--- src/rtl/hdmi_link_sequencer.sv ---
// hdmi_link_sequencer: hot-plug driven HDMI sink bring-up over I2C (retimer script, SCDC setup, bounded NACK retry).
// Define HDMI_LINK_SCDC_POLL_EN to poll SCDC scrambler status while running and re-apply the TMDS config on lock loss.
module hdmi_link_sequencer #(
  parameter int CLOCK_FREQUENCY = 0,
  parameter int SETTLE_DIVIDER = 10,
  parameter int POLL_DIVIDER = 4,
  parameter int SCRIPT_DEPTH = 9,
  parameter logic [6:0] SCRIPT_ADDRESS = 7'h5E,
  parameter int MAX_RETRIES = 3,
  localparam int IW = $clog2(SCRIPT_DEPTH + 1)
) (
  input  logic system_clock,
  input  logic system_reset,
  input  logic hpd,
  input  logic scrambler_enable,
  input  logic tmds_bit_clock_ratio,
  output logic [IW-1:0] script_index,
  input  logic [15:0] script_data,
  output logic i2c_ready,
  output logic [6:0] i2c_address,
  output logic i2c_rw,
  output logic [7:0] i2c_register,
  output logic [7:0] i2c_data_write,
  input  logic i2c_valid,
  input  logic i2c_nack,
  input  logic [7:0] i2c_data_read,
  output logic run,
  output logic fault,
  output logic [3:0] retry_count
);
  localparam logic [2:0] IDLE = 3'd0, SETTLE = 3'd1, SCRIPT = 3'd2, SOURCE_VERSION = 3'd3,
                         TMDS_CONFIG = 3'd4, RUN = 3'd5, POLL = 3'd6, FAULT = 3'd7;
  localparam logic [6:0] SCDC_ADDRESS = 7'h54;
  localparam int SETTLE_CYCLES = CLOCK_FREQUENCY / SETTLE_DIVIDER;
  localparam int POLL_CYCLES = CLOCK_FREQUENCY / POLL_DIVIDER;
  // A zero quotient clamps to a one-cycle wait rather than wrapping to 2^32-1
  localparam logic [31:0] SETTLE_RELOAD = SETTLE_CYCLES > 0 ? 32'(SETTLE_CYCLES - 1) : 32'd0;
  localparam logic [31:0] POLL_RELOAD = POLL_CYCLES > 0 ? 32'(POLL_CYCLES - 1) : 32'd0;
  logic [2:0] state;
  logic [31:0] settle_count;
  logic ack, nack, nack_abort, poll_due, unused_bits;
  logic [3:0] retry_next;
  logic [7:0] tmds_config;
  assign ack = i2c_valid & ~i2c_nack;
  assign nack = i2c_valid & i2c_nack;
  assign retry_next = retry_count + 4'd1;
  assign tmds_config = {6'b0, tmds_bit_clock_ratio, scrambler_enable};
  // An HDMI 1.4 sink NACKs the SCDC version write; that is only a failure when SCDC features are wanted
  assign nack_abort = nack & (state == SCRIPT || state == TMDS_CONFIG || state == POLL ||
                              (state == SOURCE_VERSION && (scrambler_enable | tmds_bit_clock_ratio)));
  assign unused_bits = ^{i2c_data_read, POLL_RELOAD};
`ifdef HDMI_LINK_SCDC_POLL_EN
  logic [31:0] poll_count;
  always_ff @(posedge system_clock)
    if (system_reset || state != RUN) poll_count <= POLL_RELOAD;
    else if (scrambler_enable && poll_count != 32'd0) poll_count <= poll_count - 32'd1;
  assign poll_due = scrambler_enable && poll_count == 32'd0;
`else
  assign poll_due = 1'b0;
`endif
  always_ff @(posedge system_clock)
    if (system_reset) begin
      state <= IDLE;
      settle_count <= '0;
      script_index <= '0;
      i2c_ready <= 1'b0;
      i2c_address <= '0;
      i2c_rw <= 1'b0;
      i2c_register <= '0;
      i2c_data_write <= '0;
      run <= 1'b0;
      fault <= 1'b0;
      retry_count <= '0;
    end else if (!hpd && state != IDLE) begin
      state <= IDLE;
      i2c_ready <= 1'b0;
      run <= 1'b0;
      fault <= 1'b0;
      retry_count <= '0;
    end else if (nack_abort) begin
      i2c_ready <= 1'b0;
      run <= 1'b0;
      retry_count <= retry_next;
      if (retry_next == 4'(MAX_RETRIES)) begin
        state <= FAULT;
        fault <= 1'b1;
      end else begin
        state <= SETTLE;
        settle_count <= SETTLE_RELOAD;
        script_index <= '0;
      end
    end else
      case (state)
        IDLE:
          if (hpd) begin
            state <= SETTLE;
            settle_count <= SETTLE_RELOAD;
            script_index <= '0;
          end
        SETTLE:
          if (settle_count != 32'd0) settle_count <= settle_count - 32'd1;
          else begin
            {i2c_register, i2c_data_write} <= script_data;
            i2c_address <= SCRIPT_ADDRESS;
            i2c_rw <= 1'b0;
            script_index <= IW'(1);
            i2c_ready <= 1'b1;
            state <= SCRIPT;
          end
        SCRIPT:
          if (ack && script_index < IW'(SCRIPT_DEPTH)) begin
            {i2c_register, i2c_data_write} <= script_data;
            script_index <= script_index + IW'(1);
          end else if (ack) begin
            i2c_address <= SCDC_ADDRESS;
            {i2c_register, i2c_data_write} <= 16'h0201;
            state <= SOURCE_VERSION;
          end
        SOURCE_VERSION:
          if (ack) begin
            {i2c_register, i2c_data_write} <= {8'h20, tmds_config};
            state <= TMDS_CONFIG;
          end else if (nack) begin
            i2c_ready <= 1'b0;
            run <= 1'b1;
            state <= RUN;
          end
        TMDS_CONFIG:
          if (ack) begin
            i2c_ready <= 1'b0;
            retry_count <= '0;
            run <= 1'b1;
            state <= RUN;
          end
        RUN:
          if (poll_due) begin
            i2c_address <= SCDC_ADDRESS;
            i2c_rw <= 1'b1;
            {i2c_register, i2c_data_write} <= 16'h2100;
            i2c_ready <= 1'b1;
            state <= POLL;
          end
        POLL:
          if (ack && i2c_data_read[0]) begin
            i2c_ready <= 1'b0;
            state <= RUN;
          end else if (ack) begin
            run <= 1'b0;
            i2c_rw <= 1'b0;
            {i2c_register, i2c_data_write} <= {8'h20, tmds_config};
            state <= TMDS_CONFIG;
          end
        default: ;
      endcase
endmodule

--- config.mk ---
export PLATFORM = sky130hd
export DESIGN_NAME = hdmi_link_sequencer
export DESIGN_NICKNAME = d
export VERILOG_FILES = /design/src/rtl/hdmi_link_sequencer.sv
export SDC_FILE = /design/constraint.sdc
export NUM_CORES = 1
export LEC_CHECK = 0
export ABC_AREA = 1
export CORE_AREA = 2 2 159 99
export DETAILED_ROUTE_END_ITERATION = 16
export DIE_AREA = 0 0 161 101
export SETUP_SLACK_MARGIN = 0.15
export SLEW_MARGIN = 20
export SYNTH_ARGS = -nofsm -noshare
export SYNTH_HDL_FRONTEND = slang
export SYNTH_SLANG_ARGS = --single-unit
--- constraint.sdc ---
create_clock -name system_clock -period 2.4 [get_ports system_clock]
set_clock_uncertainty 0.15 [all_clocks]
set_input_delay 0.48 -clock system_clock [delete_from_list [all_inputs] [get_ports system_clock]]
set_output_delay 0.48 -clock system_clock [all_outputs]
set_load 0.005 [all_outputs]
==> flow_metrics.py <==
# Physical implementation metrics
metrics = {
    "outcome": {
        "outcome": "finished, final reports clean",
    },
    "clock_tree": {
        "clk_pin_slew_ps": 70,
        "root_buffer": "clkbuf_16",
        "cts_buffers": 9,
        "cts.sinks": 64,
        "cts_tree": "done",
        "post_cts.repair.setup_buffers": 0,
        "hold_buffers": 0,
        "h-tree-depth": 3,
    },
    "setup_path": {
        "crit_end": "state[1]",
        "cp-start-kind": "flip-flop",
        "critPathArrivalTime_ps": 2250,
        "end_kind": "flip-flop",
        "cp_slowest_cell": "dfxtp_1",
        "cp_num_cells": 9,
        "worst-r2r-cell-count": 9,
        "worstReg2RegStart": "settle_count[14]",
    },
    "synthesis": {
        "synthesis.area_sq_um": 4370,
        "edf_count": 0,
        "simple_gate_share_pct": 46.0,
        "synthCells": 740,
        "mux_share_pct": 0,
        "flop_cell": "dfxtp_1",
        "ys_top_cells_by_count": "nand2_1, nor2_1, inv_1",
        "synth-seq-cells": 64,
        "xor_share_pct": 1.00,
        "ys.warnings.count": 0,
        "postSynthSeqShare_pct": 29.3,
        "syn_avg_cell_area_sq_um": 5.90,
        "top_area_cell": "dfxtp_1",
        "synth-compound-area-share_pct": 9.86,
        "synth_top_cell_by_count": "nand2_1",
        "synth.distinct_cells": 38,
        "top_area_share_pct": 29.3,
        "adder_share_pct": 2.01,
    },
    "global_routing": {
        "grt.met2_usage_pct": 20.1,
        "grt_pass1_vias": 4029,
        "use_met3_pct": 5.31,
    },
    "routing": {
        "via_count": 4634,
        "drt-wirelength-per-cell_um": 12.3,
        "viasPerCell": 4.53,
        "wl_met1_um": 7070,
        "ant_nets": 0,
        "firstDrtPassIters": 5,
        "wl_met3_um": 1130,
        "top_layer_used": "met4",
    },
    "final_timing": {
        "setup_tns_ps": 0,
        "fmax_mhz": 460,
        "finalMaxSlewViolations": 0,
        "hold_violations": 0,
        "timing.hold.ws_ps": 331,
        "rsz0062_at_grt": "true",
        "worstMarginPinSlew_ps": 682,
    },
    "finish": {
        "logic_area_sq_um": 2590,
        "drive_gt1_share_pct": 11.7,
        "regArea_sq_um": 1280,
        "antenna_cells": 0,
        "syn_to_final_growth_pct": 30.5,
        "final_cell_mix": "nand2_1, nor2_1, inv_1, dfxtp_1, clkdlybuf4s50_1",
    },
    "power_and_ir_drop": {
        "seq_power_w": 0.00152,
        "power_leader": "combinational cells",
        "power.leakage_nw": 2.64,
        "power_per_cell_area_nw_per_um2": 1330,
        "worst_ir_drop_vdd_v": 0.000541,
        "internal-power_w": 0.00401,
        "power_frac_seq_pct": 20.0,
        "p_total_w": 0.00760,
    },
    "place": {
        "dp_cells": 1005,
        "port_buffers": 55,
        "gp_congestion": 0.927,
        "dp_slack_ps": -49.6,
    },
    "run": {
        "drv_cap": 0,
    },
    "floorplan": {
        "ios": 66,
        "die_area_sq_um": 16300,
    },
    "min_path": {
        "min-delay-start": "run",
    },
}
cell families after synthesis:
kind of cell               count (synthesis)
buffers and inverters                    120
and+or+nand+nor                          474
xor gates and xnor gates                   5
other                                      1
DFF                                       64
adders and majority gates                  7
AOI/OAI and AO/OA                         69
sequential cells by signal (all words and copies together) (netlist names):
name / cells
fault: 1
i2c_register: 8
script_index: 4
settle_count: 32
retry_count: 4
i2c_ready: 1
i2c_data_write: 8
i2c_address: 2
state: 3
run: 1
final cells by class:
type	count	share of cell area, %
inverters	92	6.06
clock inverters	5	1.41
flip-flops and latches	64	22.5
well taps	203	4.46
clock buffers	11	4.26
multi-input cells	558	45.5
repair buffers	90	15.8
Fig. 1: supply network
Scale: 2 px per um. Pins as bars on the die edge.
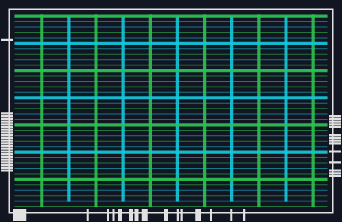
[cyan] VDD
[green] VSS
signal pins: 66
met1 rails: 36
met5 straps: 7
met4 straps: 11

Fig. 2: cell classes on the final placement
Scale: 1.5 px per um. Fill, decap, tap and diode cells in gray.
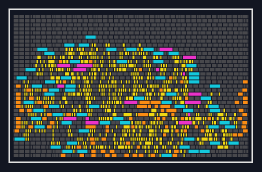
[cyan] flip-flops | cells: 64 | share of their area: 24%
[magenta] clock drivers and dummy loads | cells: 16 | share of their area: 5.9%
[yellow] all other logic | cells: 650 | share of their area: 54%
[orange] other buffers and delay cells | cells: 90 | share of their area: 17%
Final Cell Area: 5700 sq um
fin util: 38.3%
row cnt: 35
core area: 14900 sq um

Fig. 3: routed clock nets over the placement
Scale: 4 px per um.
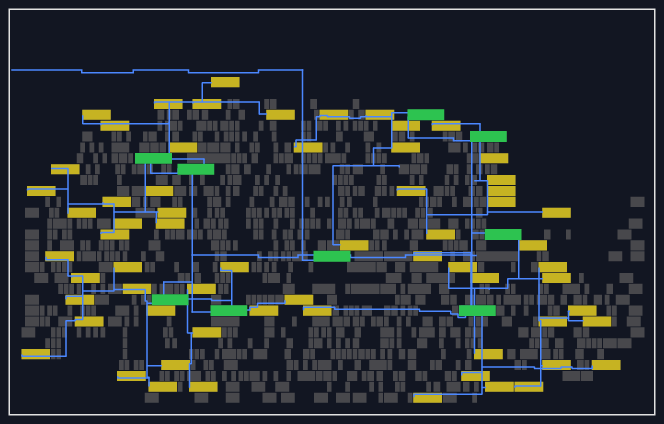
[blue] clock wires | length: 1160 um
[green] cells driving clock nets | count: 9
[yellow] flip-flops | count: 64
flops lie: spread over the die
Clk. pwr: 0.00146 W
Clk network pwr share: 19.2%
clk latency late pin: 350 ps

Fig. 4: wiring by layer
Scale: 2 px per um. Two of the layers only.
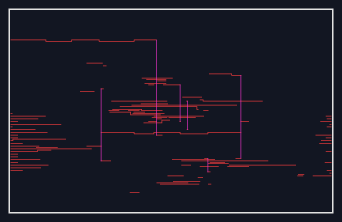
[red] met3 | wire length: 1130 um
[magenta] met4 | wire length: 165 um

Fig. 5: placed standard cells
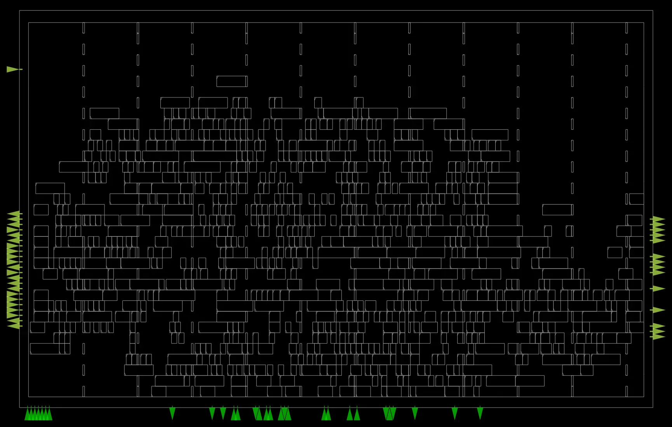
flop share of the area: 22.5%
FF+latch count: 64
tap cells: 203
Layout Cells excl Fill: 1023
Fillers: 1648

Power and IR drop assume default switching activity.
